**config.mk**
```make
export PLATFORM = sky130hd
export DESIGN_NAME = uniform_rng
export DESIGN_NICKNAME = d
export VERILOG_FILES = /design/src/rtl/uniform_rng_pkg.sv /design/src/rtl/xorshift32_step.sv /design/src/rtl/uniform_rng.sv
export SDC_FILE = /design/constraint.sdc
export NUM_CORES = 1
export LEC_CHECK = 0
export CELL_PAD_IN_SITES_DETAIL_PLACEMENT = 1
export CELL_PAD_IN_SITES_GLOBAL_PLACEMENT = 1
export CORE_UTILIZATION = 41
export DETAILED_ROUTE_END_ITERATION = 8
export PLACE_DENSITY_LB_ADDON = 0.1
export SYNTH_ARGS = -nofsm -noshare
export SYNTH_HDL_FRONTEND = slang
export SYNTH_SLANG_ARGS = --single-unit
export TNS_END_PERCENT = 50
```
**constraint.sdc**
```tcl
create_clock -name clk -period 3.2 [get_ports clk]
set_input_delay 0.64 -clock clk [delete_from_list [all_inputs] [get_ports clk]]
set_output_delay 0.64 -clock clk [all_outputs]
set_load 0.02 [all_outputs]
```
**src/rtl/uniform_rng_pkg.sv**
```systemverilog
// Shared constants, state encoding and seed helper for the uniform_rng xorshift32 source.
package uniform_rng_pkg;

    localparam logic [31:0] DEFAULT_SEED = 32'h2545_F491;
    localparam int unsigned XS_A         = 13;
    localparam int unsigned XS_B         = 17;
    localparam int unsigned XS_C         = 5;
    localparam int unsigned OUT_WIDTH    = 31;

    typedef enum logic {
        WARMUP,
        RUN
    } rng_state_e;

    // xorshift has a fixed point at zero, so a zero seed is never loaded.
    function automatic logic [31:0] seed_or_default(input logic [31:0] s);
        return (s == '0) ? DEFAULT_SEED : s;
    endfunction

endpackage

```
**src/rtl/xorshift32_step.sv**
```systemverilog
// One combinational xorshift32 step (13/17/5), shared by the warm-up and run paths.
module xorshift32_step
    import uniform_rng_pkg::*;
(
    input  logic [31:0] x,
    output logic [31:0] y
);

    logic [31:0] a;
    logic [31:0] b;

    always_comb begin
        a = x ^ (x << XS_A);
        b = a ^ (a >> XS_B);
        y = b ^ (b << XS_C);
    end

endmodule

```
**src/rtl/uniform_rng.sv**
```systemverilog
// Uniform 31-bit word source: xorshift32 with warm-up, runtime reseed and valid/ready output.
// Optional accepted-sample counter enabled by defining UNIFORM_RNG_COUNT_EN.
module uniform_rng
    import uniform_rng_pkg::*;
#(
    parameter logic [31:0] SEED          = 32'h0000_0001,
    parameter int unsigned WARMUP_CYCLES = 0,
    parameter int unsigned COUNT_WIDTH   = 32
) (
    input  logic                 clk,
    input  logic                 rst,
    input  logic                 seed_load,
    input  logic [31:0]          seed,
    output logic [OUT_WIDTH-1:0] out,
    output logic                 out_valid,
    input  logic                 out_ready
`ifdef UNIFORM_RNG_COUNT_EN
    ,
    output logic [COUNT_WIDTH-1:0] sample_count
`endif
);

    localparam logic [15:0] WARM_LAST = 16'(WARMUP_CYCLES);

    rng_state_e  fsm;
    logic [15:0] warm_cnt;
    logic [31:0] x;
    logic [31:0] x_next;
    logic        xfer;

    xorshift32_step u_step (
        .x (x),
        .y (x_next)
    );

    assign xfer = out_valid && out_ready;
    assign out  = out_valid ? x[31:1] : '0;

    always_ff @(posedge clk) begin
        if (!rst) begin
            fsm       <= WARMUP;
            warm_cnt  <= '0;
            x         <= seed_or_default(SEED);
            out_valid <= 1'b0;
        end else if (seed_load) begin
            fsm       <= WARMUP;
            warm_cnt  <= '0;
            x         <= seed_or_default(seed);
            out_valid <= 1'b0;
        end else begin
            case (fsm)
                WARMUP: begin
                    x <= x_next;
                    // Counter stops at WARM_LAST; the step taken on that cycle is the final one.
                    if (warm_cnt == WARM_LAST) begin
                        fsm       <= RUN;
                        out_valid <= 1'b1;
                    end else begin
                        warm_cnt <= warm_cnt + 16'd1;
                    end
                end
                RUN: begin
                    if (xfer) begin
                        x <= x_next;
                    end
                end
                default: begin
                    fsm       <= WARMUP;
                    warm_cnt  <= '0;
                    out_valid <= 1'b0;
                end
            endcase
        end
    end

`ifdef UNIFORM_RNG_COUNT_EN
    // Counts consumed words, including one accepted on the same cycle as a reseed.
    always_ff @(posedge clk) begin
        if (!rst) begin
            sample_count <= '0;
        end else if (xfer) begin
            sample_count <= sample_count + 1'b1;
        end
    end
`else
    logic unused_count_width;
    assign unused_count_width = ^COUNT_WIDTH;
`endif

endmodule

```
==> ci_impl_report.md <==
### Flow metrics

| Metric | Value |
|---|---|
| Most common reg cell | dfxtp_1 |
| Worst path slowest cell | dfxtp_1 |
| Setup violations, final | 0 |
| Max incr delay on CP | 0.65 ns |
| Fill count | 937 |
| Max Freq | 373 MHz |
| Worst setup EP type | output port |
| Clk slew on worst S/H paths | 0.09 ns |
| Wire per inst | 18.3 um |
| YS chip area | 3250 um2 |
| Startpoint Class | register |
| Chip area | 8280 um2 |
| Met3 GRT Util | 2.60% |
| RSZ-0062 raised after global routing | false |
| HPWL after detailed placement | 7.57 mm |
| Status | complete, no violations |
| Synthesized area | 3250 um2 |
| Rel. slew slack | 40.1% |
| CP required | 2.56 ns |
| GRT Util Overall | 25.1% |
| Remaining antenna violation count after routing | 0 |
| Syn_area_per_cell | 8.33 um2 |
| Met1 usage | 34.9% |
| Yosys aoi share | 11.8% |
| Fin Hold WS | 0.487 ns |
| Number of cells in Yosys stat | 390 |
| XORs/XNORs by Area | 27.9% |
| Share of cells above drive strength 1 | 6.07% |
| Max_cap viols | 0 |
| M2 GR Usage | 39.8% |
| Hold Buf Count CTS | 0 |
| Busiest grt layer | met2 |
| P&R area growth vs syn | 24.9% |
| Tool warnings | 27 |
| Post-synth EDFFs | 0 |
| CTS tree | yes |
| Final GP Congestion | 0.888 |
| Comb gate area | 2100 um2 |
| Post-route minimum period | 2.68 ns |
| WP data arrival | 2.04 ns |
| N_diodes | 0 |
| First-pass GRT wire length | 16.0 mm |
| DR vias/cell | 5.33 |
| Register Area | 1000 um2 |
| H-tree level count | 2 |
| Nets | 482 |
| Worst-margin pin slew | 0.893 ns |
| Simple share | 23.3% |
| Post-CTS resize count | 0 |
| PwrDens | 617 nW/um2 |
| Final period util | 83.8% |
| Top cell area share | 30.8% |
| Register bit total from synthesis | 50 |
| Starting Density | 42.2% |
| Pre-CTS setup slack | 0.559 ns |
| Post-route DRC | 0 |
| Leak | 1.54 nW |
| Crit-path cells | buf_4, and2_1, clkdlybuf4s50_1 |
| Antenna violations before repair | 0 |
| First DRT Iteration DRCs | 188 |
| Kind of critical path | reg2out |
| MUX share of area | 0.963% |
| Post-synthesis sequential area ratio | 30.8% |
| DRT Pass-1 Iters | 4 |
| Post-CTS setup buffers | 0 |
| Total global routing overflow | 0 |
| Clock Tree Buf Depth | 2 |
| Ports | 68 |
| Top cells, area | dfxtp_1 31%, xnor2_1 12%, xor2_1 8.4% |
| Final Hold Vio Count | 0 |
| Main logic family | XOR/XNOR gates |
| Area leader, netlist | dfxtp_1 |
| Adder Share, Synth | 0.771% |
| Hold Crit Class | reg2reg |
| Crit-path max FO | 19 |
| PnR worst setup slack | 0.518 ns |
| Ys Warns | 0 |
| Port bufs | 67 |
| Largest net degree at the start of global routing | 23 |
| Post-synth ARST share | 0% |
| Vias in the first global route | 3021 |
| Final Max-Slew Violation Tally | 0 |
| Cells after Synth | 390 |
| Netlist cell types | 46 |
| Vias | 2917 |
| Sum Neg Setup Slack | 0 ns |
| Post-Route WL | 10.0 mm |
| Floorplan net count | 428 |
| Root Buffer | clkbuf_8 |
-- state kept, by name (all words and copies together), names as in the netlist --
signal	count
warm_cnt	16
out_valid	1
x	32
fsm	1
-- critical path, delay by kind of cell, from the launching register on --
family / cells / cell delay (ns)
buffers and inverters: 2 / 0.91
DFF: 1 / 0.65
and+or+nand+nor: 1 / 0.16
-- through the flow --
step	util [%]	std cells	area, um2	power, mW
after floorplan	-	390	3250	1.82
after global placement	51.6	539	3960	2.07
after detailed placement	51.6	539	3960	2.11
after CTS	52.8	547	4060	2.51
after global routing	52.8	547	4060	2.67
final	52.8	547	4060	2.50
-- cell usage in the layout (no fill, tap or decap), types with 9 or more instances in the layout --
| master | n |
|---|---|
| nor3_1 | 9 |
| and2_1 | 33 |
| nor2_1 | 42 |
| dfxtp_1 | 50 |
| xor2_1 | 31 |
| nand2_1 | 31 |
| a21oi_1 | 21 |
| nor4_1 | 10 |
| xnor2_1 | 44 |
| o21ai_0 | 27 |
| clkdlybuf4s50_1 | 67 |
-- power by group --
group          internal, mW  switching (mW)  total, mW
Sequential            0.711           0.168      0.879
Combinational         0.659           0.566       1.23
Clock                 0.175           0.222      0.398
-- cell families after synthesis --
| kind of cell | after synthesis |
|---|---|
| AND-OR/OR-AND | 67 |
| adder cells (fa/ha/maj) | 2 |
| AND/OR/NAND/NOR | 151 |
| flip-flops | 50 |
| XOR/XNOR | 87 |
| multiplexers | 3 |
| buffers and inverters | 30 |
-- worst paths after layout --
path                                 from  endpoint  slack (ns)  cells past startpoint
worst max-delay path            out_valid   out[21]        0.52                      3
worst min register to register      x[22]     x[22]        0.49                      2
worst max register to register  out_valid     x[16]        1.18                      5
worst min-delay path                x[22]     x[22]        0.49                      2
-- synthesized netlist by cell type (3+ instances only) --
cell type,count
xnor2_1,44
nor2_1,42
nor4_1,10
and2_1,33
dfxtp_1,50
xor2_1,31
xnor2_2,4
xnor3_1,3
and3_1,4
nand2_1,31
o31ai_1,4
nand4_1,7
clkbuf_1,14
a21oi_1,21
buf_4,3
nand3_1,3
o21ai_0,27
buf_2,8
inv_1,3
a31oi_1,4
or2_2,3
nor3_1,9
-- metal layers --
| metal | up-vias | share of wire, % |
|---|---|---|
| met1 | 1393 | 47 |
| li1 | 1414 | - |
| met5 | - | 0 |
| met2 | 92 | 46 |
| met4 | 0 | 2.2 |
| met3 | 18 | 4.9 |
-- layout make-up --
| cell class | instances | share of cell area, % |
|---|---|---|
| Clock buffer | 7 | 2.13 |
| Multi-Input combinational cell | 310 | 51.8 |
| Timing Repair Buffer | 74 | 17.8 |
| Clock inverter | 1 | 0.123 |
| Sequential cell | 50 | 24.7 |
| Inverter | 3 | 0.278 |
| Tap cell | 102 | 3.15 |
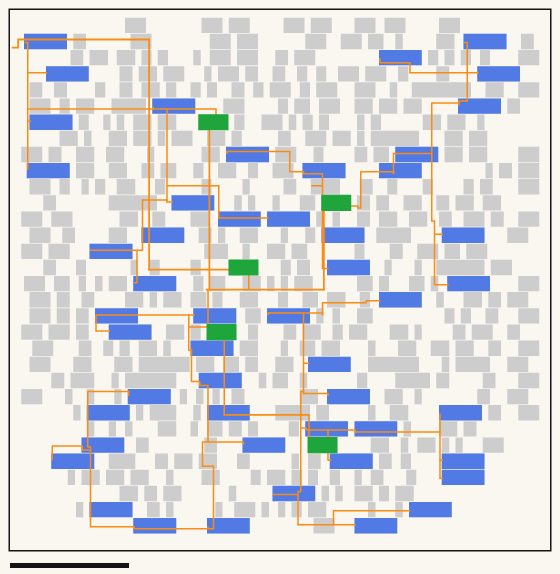
Fig. 1. Clock distribution.
Scale bar: 20 um.
flip-flops -> blue  # count 50
clock wires -> orange  # length 733 um
cells driving clock nets -> green  # count 5
flops lie = all over the die
Layout Skew: 0.00586 ns
Clk pwr share: 15.9%
Clk Latency, worst-skew pair: 0.31 ns
clock-net power: 0.398 mW

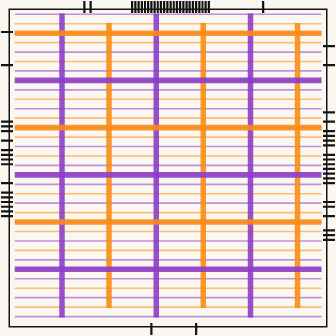
Fig. 2. Power grid.
Pins as bars on the die edge.
VDD -> orange
VSS -> purple
rows = 32
met1 rails = 33
met4 straps = 6
met5 straps = 6
signal pins = 68
core area: 7690 um2
peak supply drop: 303 uV
die width: 91.0 um

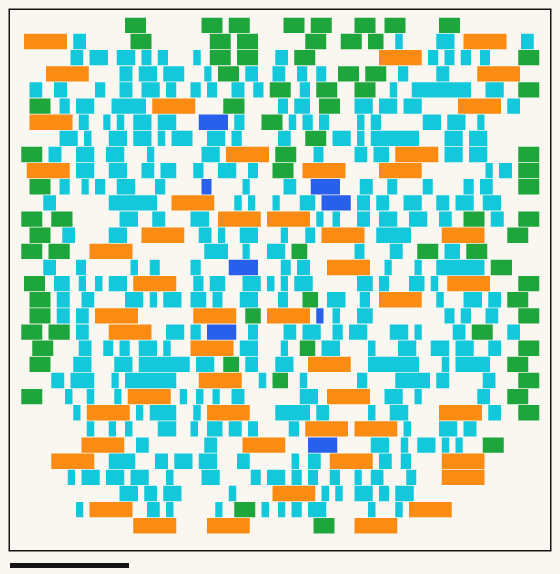
Fig. 3. Placement by cell class.
Scale bar: 20 um.
other buffers and delay cells -> green  # cells 74, share of their area 18%
clock drivers and dummy loads -> blue  # cells 8, share of their area 2.3%
flip-flops -> orange  # cells 50, share of their area 25%
all other logic -> cyan  # cells 313, share of their area 54%
# rows: 32
post-route cell area: 4060 um2
Core Util, Final: 52.8%
flop share of the area: 24.7%

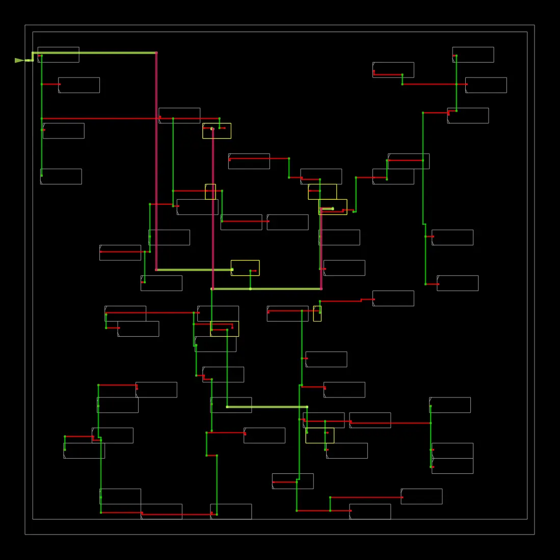
Fig. 4. The clock network.
clk sinks: 50
CTS Buf Count: 5
# clk buffers: 7
Flops: 50

Power figures rest on the tool's default switching activity, not on a simulated workload.
